### src/rtl/spike_rate_encoder_pkg.sv
`default_nettype none
// ============================================================================
// Module : snn_enc_pkg
// Shared encoder FSM states, LFSR constants and fixed-point defaults.
// Rev    : 1.0  initial release
// ============================================================================
package snn_enc_pkg;

  localparam int C_PIX_W_DEF       = 8;
  localparam int C_ENCODE_TIME_DEF = 23;

  localparam logic [15:0] C_LFSR_SEED = 16'hACE1;
  // x^16 + x^14 + x^13 + x^11 + 1 in right-shifting Galois form
  localparam logic [15:0] C_LFSR_TAPS = 16'hB400;

  typedef enum logic [1:0] {
    ST_LOAD   = 2'd0,
    ST_CLEAR  = 2'd1,
    ST_ENCODE = 2'd2,
    ST_DONE   = 2'd3
  } enc_state_t;

endpackage
`default_nettype wire

### src/rtl/spike_rate_encoder_lfsr.sv
`default_nettype none
// ============================================================================
// Module : spike_lfsr
// Galois LFSR that advances STEPS times per advance pulse; rnd exposes every
// intermediate state, slice k being the state after k+1 single steps.
// Rev    : 1.0  initial release
// ============================================================================
module spike_lfsr #(
  parameter int                LFSR_W = 16,
  parameter int                STEPS  = 16,
  parameter logic [LFSR_W-1:0] SEED   = '1,
  parameter logic [LFSR_W-1:0] TAPS   = '0
) (
  input  logic                    clk,
  input  logic                    rst,
  input  logic                    load,
  input  logic                    advance,
  output logic [STEPS*LFSR_W-1:0] rnd
);

  logic [LFSR_W-1:0] r_state;
  logic [LFSR_W-1:0] w_chain [STEPS+1];

  assign w_chain[0] = r_state;

  for (genvar gk = 0; gk < STEPS; gk++) begin : g_step
    assign w_chain[gk+1] = {1'b0, w_chain[gk][LFSR_W-1:1]} ^ (w_chain[gk][0] ? TAPS : '0);
    assign rnd[gk*LFSR_W +: LFSR_W] = w_chain[gk+1];
  end

  always_ff @(posedge clk or posedge rst) begin
    if (rst) begin
      r_state <= '0;
    end else if (load) begin
      r_state <= SEED;
    end else if (advance) begin
      r_state <= w_chain[STEPS];
    end
  end

endmodule
`default_nettype wire

### src/rtl/spike_rate_encoder.sv
`default_nettype none
// ============================================================================
// Module : spike_rate_encoder
// Loads a frame of pixels and emits ENCODE_TIME rate-coded spike beats.
// Build option: SPIKE_ENC_LFSR_EN selects stochastic LFSR coding instead of
// the deterministic accumulator coding.
// Rev    : 1.0  initial release
// ============================================================================
module spike_rate_encoder
  import snn_enc_pkg::*;
#(
  parameter int NUM_IN      = 16,
  parameter int PIX_W       = C_PIX_W_DEF,
  parameter int ENCODE_TIME = C_ENCODE_TIME_DEF,
  parameter int STEP_W      = 5,
  parameter int LFSR_W      = 16
) (
  input  logic              clk,
  input  logic              rst,
  input  logic              pix_valid,
  input  logic [PIX_W-1:0]  pix_data,
  output logic              pix_ready,
  input  logic              abort,
  output logic              neuron_clr,
  output logic              step_valid,
  input  logic              step_ready,
  output logic [NUM_IN-1:0] spike_vec,
  output logic [STEP_W-1:0] step_idx,
  output logic              frame_done,
  output logic              busy
);

  localparam int                 C_CNT_W     = (NUM_IN > 1) ? $clog2(NUM_IN) : 1;
  localparam logic [C_CNT_W-1:0] C_LAST_PIX  = C_CNT_W'(NUM_IN - 1);
  localparam logic [STEP_W-1:0]  C_LAST_STEP = STEP_W'(ENCODE_TIME - 1);

  enc_state_t          r_state;
  logic                r_pix_ready;
  logic                r_neuron_clr;
  logic                r_step_valid;
  logic                r_frame_done;
  logic [NUM_IN-1:0]   r_spike_vec;
  logic [STEP_W-1:0]   r_step_idx;
  logic [C_CNT_W-1:0]  r_pix_cnt;
  logic [PIX_W-1:0]    r_pix [NUM_IN];

  logic                w_accept;
  logic                w_xfer;
  logic                w_last_xfer;
  logic                w_gen;
  logic [STEP_W-1:0]   w_next_idx;
  logic [NUM_IN-1:0]   w_beat;

  assign w_accept    = (r_state == ST_LOAD) && r_pix_ready && pix_valid && !abort;
  assign w_xfer      = r_step_valid && step_ready;
  assign w_last_xfer = w_xfer && (r_step_idx == C_LAST_STEP);
  // A new beat is built when the output register is empty or being drained.
  assign w_gen       = (r_state == ST_ENCODE) && !abort && !w_last_xfer &&
                       (!r_step_valid || step_ready);
  assign w_next_idx  = r_step_valid ? (r_step_idx + 1'b1) : '0;

`ifdef SPIKE_ENC_LFSR_EN
  localparam logic [LFSR_W-1:0] C_SEED = LFSR_W'(C_LFSR_SEED);
  localparam logic [LFSR_W-1:0] C_TAPS = LFSR_W'(C_LFSR_TAPS);

  logic                       w_lfsr_load;
  logic [NUM_IN*LFSR_W-1:0]   w_rnd;

  assign w_lfsr_load = (r_state == ST_CLEAR);

  spike_lfsr #(
    .LFSR_W (LFSR_W),
    .STEPS  (NUM_IN),
    .SEED   (C_SEED),
    .TAPS   (C_TAPS)
  ) u_lfsr (
    .clk     (clk),
    .rst     (rst),
    .load    (w_lfsr_load),
    .advance (w_gen),
    .rnd     (w_rnd)
  );

  for (genvar gi = 0; gi < NUM_IN; gi++) begin : g_lane
    assign w_beat[gi] = (r_pix[gi] > w_rnd[gi*LFSR_W +: PIX_W]);
  end
`else
  for (genvar gi = 0; gi < NUM_IN; gi++) begin : g_lane
    logic [PIX_W-1:0] r_acc;
    logic [PIX_W:0]   w_sum;

    // Carry out of the phase accumulator is the spike; the remainder wraps.
    assign w_sum      = {1'b0, r_acc} + {1'b0, r_pix[gi]};
    assign w_beat[gi] = w_sum[PIX_W];

    always_ff @(posedge clk or posedge rst) begin
      if (rst) begin
        r_acc <= '0;
      end else if (abort || (r_state == ST_CLEAR)) begin
        r_acc <= '0;
      end else if (w_gen) begin
        r_acc <= w_sum[PIX_W-1:0];
      end
    end
  end
`endif

  always_ff @(posedge clk or posedge rst) begin
    if (rst) begin
      for (int i = 0; i < NUM_IN; i++) begin
        r_pix[i] <= '0;
      end
    end else if (w_accept) begin
      r_pix[r_pix_cnt] <= pix_data;
    end
  end

  always_ff @(posedge clk or posedge rst) begin
    if (rst) begin
      r_state      <= ST_LOAD;
      r_pix_ready  <= 1'b0;
      r_neuron_clr <= 1'b0;
      r_step_valid <= 1'b0;
      r_frame_done <= 1'b0;
      r_spike_vec  <= '0;
      r_step_idx   <= '0;
      r_pix_cnt    <= '0;
    end else begin
      r_neuron_clr <= 1'b0;
      r_frame_done <= 1'b0;
      if (abort) begin
        r_state      <= ST_LOAD;
        r_pix_ready  <= 1'b1;
        r_step_valid <= 1'b0;
        r_spike_vec  <= '0;
        r_step_idx   <= '0;
        r_pix_cnt    <= '0;
      end else begin
        case (r_state)
          ST_LOAD: begin
            r_pix_ready <= 1'b1;
            if (w_accept) begin
              if (r_pix_cnt == C_LAST_PIX) begin
                r_pix_cnt    <= '0;
                r_pix_ready  <= 1'b0;
                r_neuron_clr <= 1'b1;
                r_state      <= ST_CLEAR;
              end else begin
                r_pix_cnt <= r_pix_cnt + 1'b1;
              end
            end
          end
          ST_CLEAR: begin
            r_step_idx <= '0;
            r_state    <= ST_ENCODE;
          end
          ST_ENCODE: begin
            if (w_last_xfer) begin
              r_step_valid <= 1'b0;
              r_frame_done <= 1'b1;
              r_state      <= ST_DONE;
            end else if (w_gen) begin
              r_step_valid <= 1'b1;
              r_spike_vec  <= w_beat;
              r_step_idx   <= w_next_idx;
            end
          end
          ST_DONE: begin
            r_pix_ready <= 1'b1;
            r_state     <= ST_LOAD;
          end
          default: begin
            r_state <= ST_LOAD;
          end
        endcase
      end
    end
  end

  assign pix_ready  = r_pix_ready;
  assign neuron_clr = r_neuron_clr;
  assign step_valid = r_step_valid;
  assign spike_vec  = r_spike_vec;
  assign step_idx   = r_step_idx;
  assign frame_done = r_frame_done;
  assign busy       = (r_state != ST_LOAD);

endmodule
`default_nettype wire

### config.mk
export PLATFORM = sky130hd
export DESIGN_NAME = spike_rate_encoder
export DESIGN_NICKNAME = d
export VERILOG_FILES = /design/src/rtl/spike_rate_encoder_pkg.sv /design/src/rtl/spike_rate_encoder_lfsr.sv /design/src/rtl/spike_rate_encoder.sv
export SDC_FILE = /design/constraint.sdc
export NUM_CORES = 1
export LEC_CHECK = 0
export CAP_MARGIN = 10
export CELL_PAD_IN_SITES_DETAIL_PLACEMENT = 1
export CELL_PAD_IN_SITES_GLOBAL_PLACEMENT = 1
export CORE_MARGIN = 8
export CORE_UTILIZATION = 40
export CTS_BUF_LIST = sky130_fd_sc_hd__clkbuf_8
export DETAILED_ROUTE_END_ITERATION = 10
export PLACE_DENSITY = 0.75
export SYNTH_ARGS = -nofsm -noshare
export SYNTH_HDL_FRONTEND = slang
export SYNTH_SLANG_ARGS = --single-unit
### constraint.sdc
create_clock -name clk -period 9.56 [get_ports clk]
set_input_delay 1.434 -clock clk [delete_from_list [all_inputs] [get_ports clk]]
set_output_delay 1.434 -clock clk [all_outputs]
set_load 0.1 [all_outputs]
Figure 1. Placement view.
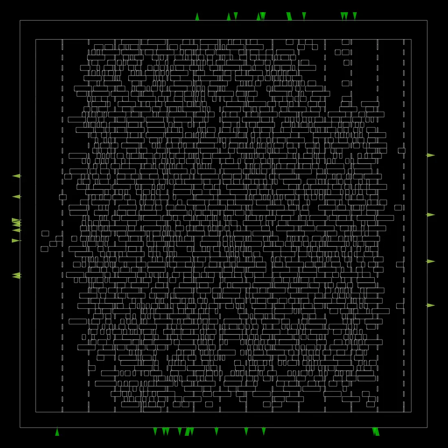
Tap Count: 518
Cell Rows: 72
final core occ: 45.7%
num sequential: 287
Seq/total area: 40.6%

Figure 2. A small window of the routed layout.
Region (82, 125) to (132, 175) um. Cells in grey, sequential cells in the stronger grey; small squares are vias.
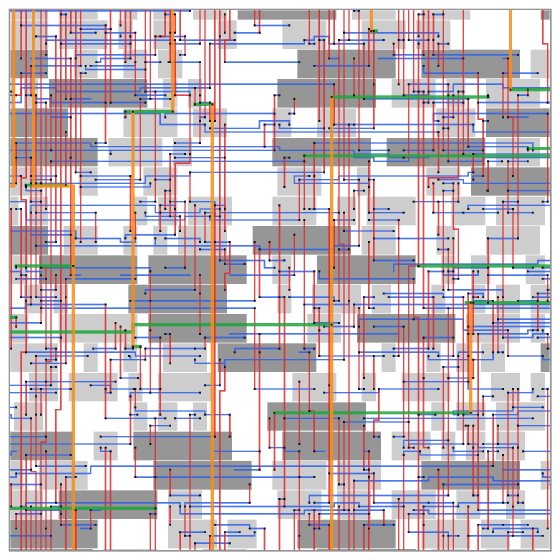
[green] met3
[blue] met1
[red] met2
[orange] met4
most frequent: dfrtp_1 (27), o21ai_0 (15)
netlist names of flops here include: g_lane.r_acc (14), r_pix (11), spike_vec (2)
sequential cells in the window: 27
cells with their middle in the window: 136

==> GITHUB_STEP_SUMMARY <==
### Yosys + OpenROAD results

| Metric | Value |
|---|---|
| Syn-to-layout area delta | 12.7% |
| Nets at Floorplan | 1593 |
| TritonCTS Sinks | 287 |
| DR WL met2 | 19700 um |
| CP endpoint kind | primary output |
| Clock Latency Late Sink | 0.59 ns |
| Placed Area | 16600 um2 |
| Highest routed layer | met4 |
| CTS H-tree depth | 2 |
| Clock root buffer | clkbuf_8 |
| Power per cell area | 151 nW/um2 |
| Post-Route WL | 39500 um |
| Ratio of cells with drive above 1 in the final layout | 17.4% |
| CP Launch Point | r_state[1] |
| First-pass GRT wire length | 65700 um |
| Initial antenna violation count | 1 |
| Hold slack | 0.484 ns |
| Synth cell count leaders | dfrtp_1, o21ai_0, nand2_1 |
| Routed Antenna Nets | 0 |
| Largest area contributor in the netlist | dfrtp_1 |
| Post-CTS Hold Buffers | 0 |
| Area share, top type | 45.8% |
| TritonCTS clock tree | yes |
| Total power | 2680 uW |
| Drt drc | 0 |
| Asr flop ratio synth | 100% |
| Wire length on met1 | 17200 um |
| Hold crit path type | flop to flop |
| Maxcap violations | 0 |
| HPWL Detailed | 24700 um |
| Peak supply drop | 0.0000786 V |
| Total GRT Usage | 17.3% |
| Outcome | finished, final reports clean |
| Crit path arrival time | 2.65 ns |
| Yosys stat chip area | 15700 um2 |
| Static leakage | 0.00894 uW |
| YS warnings | 0 |
| Post-synth EDFFs | 0 |
| Synth Seq Share | 45.8% |
| RR Startpoint | step_idx[0] |
| Slew Limit Fails | 0 |
| Finished Layout Cells | 2038 |
| Clock slew seen by the registers of the worst setup and hold paths | 0.06 ns |
| Final Hold Fails | 0 |
| Dominant synthesized flop cell | dfrtp_1 |
| Synth Register Bits | 287 |
| Worst R2R Setup Slack | 6.38 ns |
| Place WS | 4.98 ns |
| Fillers | 4149 |
| Via Count | 11.2k |
| Crit-path max FO | 5 |
| Core area | 38600 um2 |
| Vias in the first global route | 12.3k |
| FF-to-FF path depth | 8 |
| Min Tclk post-route | 4.09 ns |
| FF/Latch Area | 7180 um2 |
| FP Util | 40.6% |
| TritonRoute pass-1 iters | 4 |
| Critical Path Start Type | flop |
| Unique cell types | 50 |
| Setup TNS | 0 ns |
| Final setup margin | 5.47 ns |
| Crit Path Class | flop to primary output |
| # Post-CTS Setup Buffers | 0 |
| CP required | 8.13 ns |
| Layout Nets | 1648 |
| Slew @ Worst Pin | 1.20 ns |
| Slew headroom | 19.8% |
| Post-placement cell count | 1946 |
| Post-layout period usage of the worst path | 42.8% |
| Mean area per synthesized cell | 11.0 um2 |
Figure 3. Power grid.
(2 px per um) Pins as bars on the die edge.
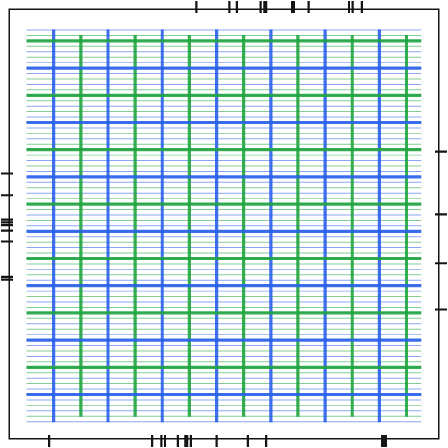
[blue] VSS
[green] VDD
met5 straps: 14
met1 rails: 73

Figure 4. Wiring heat map.
(2 px per um) 21 x 21 tiles, from dark purple (low) to yellow (high), scaled to the fullest tile. Values are wire area over tile area, all layers added.
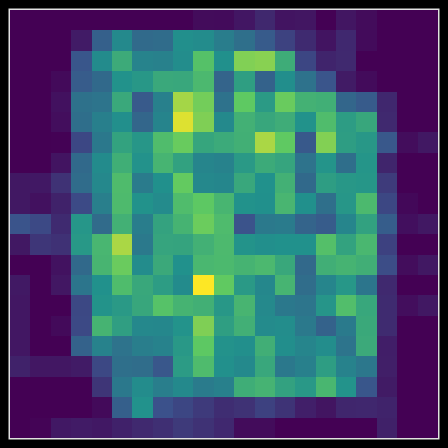
fullest tile: 0.41
mean over tiles: 0.13
nearly empty tiles: 20%
tiles over half the peak: 31%
densest ninth of the die: middle

per-layer routing:
metal / global-route usage, % / vias to the layer above
met1: 21.4 / 5721
met4: 6.37 / 0
met3: 2.57 / 88
met2: 30.2 / 147
li1: - / 5264
met5: 0 / -
critical path, cell delays in order (launching register included):
cell             delay [ns]
dfrtp_1                0.41
inv_1                  0.08
ha_1                   0.26
inv_1                  0.15
clkdlybuf4s50_1        1.16
final timing paths:
kind / to
setup / recovery: busy
hold / removal: g_lane[3].r_acc[3]
setup reg to reg: g_lane[8].r_acc[2]
hold reg to reg: g_lane[3].r_acc[3]
max in group asynchronous: g_lane[3].r_acc[2]
min in group asynchronous: spike_vec[11]
placed cells by master, fill, tap and decap left out, types with 40 or more instances in the layout:
master    count
a211oi_1     40
clkbuf_8     68
dfrtp_1     287
ha_1        138
inv_1        42
mux2_2      128
nand2_1     147
nor2_1       67
o21ai_0     178
xor2_1       60
cell families after synthesis:
logic type | after synthesis | synth area share [%]
xor gates and xnor gates | 78 | 4.36
DFF | 287 | 45.8
buffers and inverters | 76 | 2.12
and+or+nand+nor | 295 | 8.58
muxes | 146 | 10.3
AOI/OAI and AO/OA | 390 | 15.8
adders and majority gates | 154 | 13.1
area by class of cell:
class / count / area share (%)
tap: 518 / 3.67
inverter: 28 / 0.637
timing repair buffer: 50 / 2.73
antenna: 1 / 0.0142
sequential: 287 / 40.6
clock inverter: 23 / 0.687
clock buffer: 68 / 5.30
multi-input combinational: 1063 / 46.3
where the power goes:
group	total, uW	internal (uW)	switching, uW
Clock	1190	658	529
Sequential	1280	1260	27.7
Combinational	206	83.5	123
Total	2680	2000	680
No activity file was given, so power comes from the tool's default toggle rates.
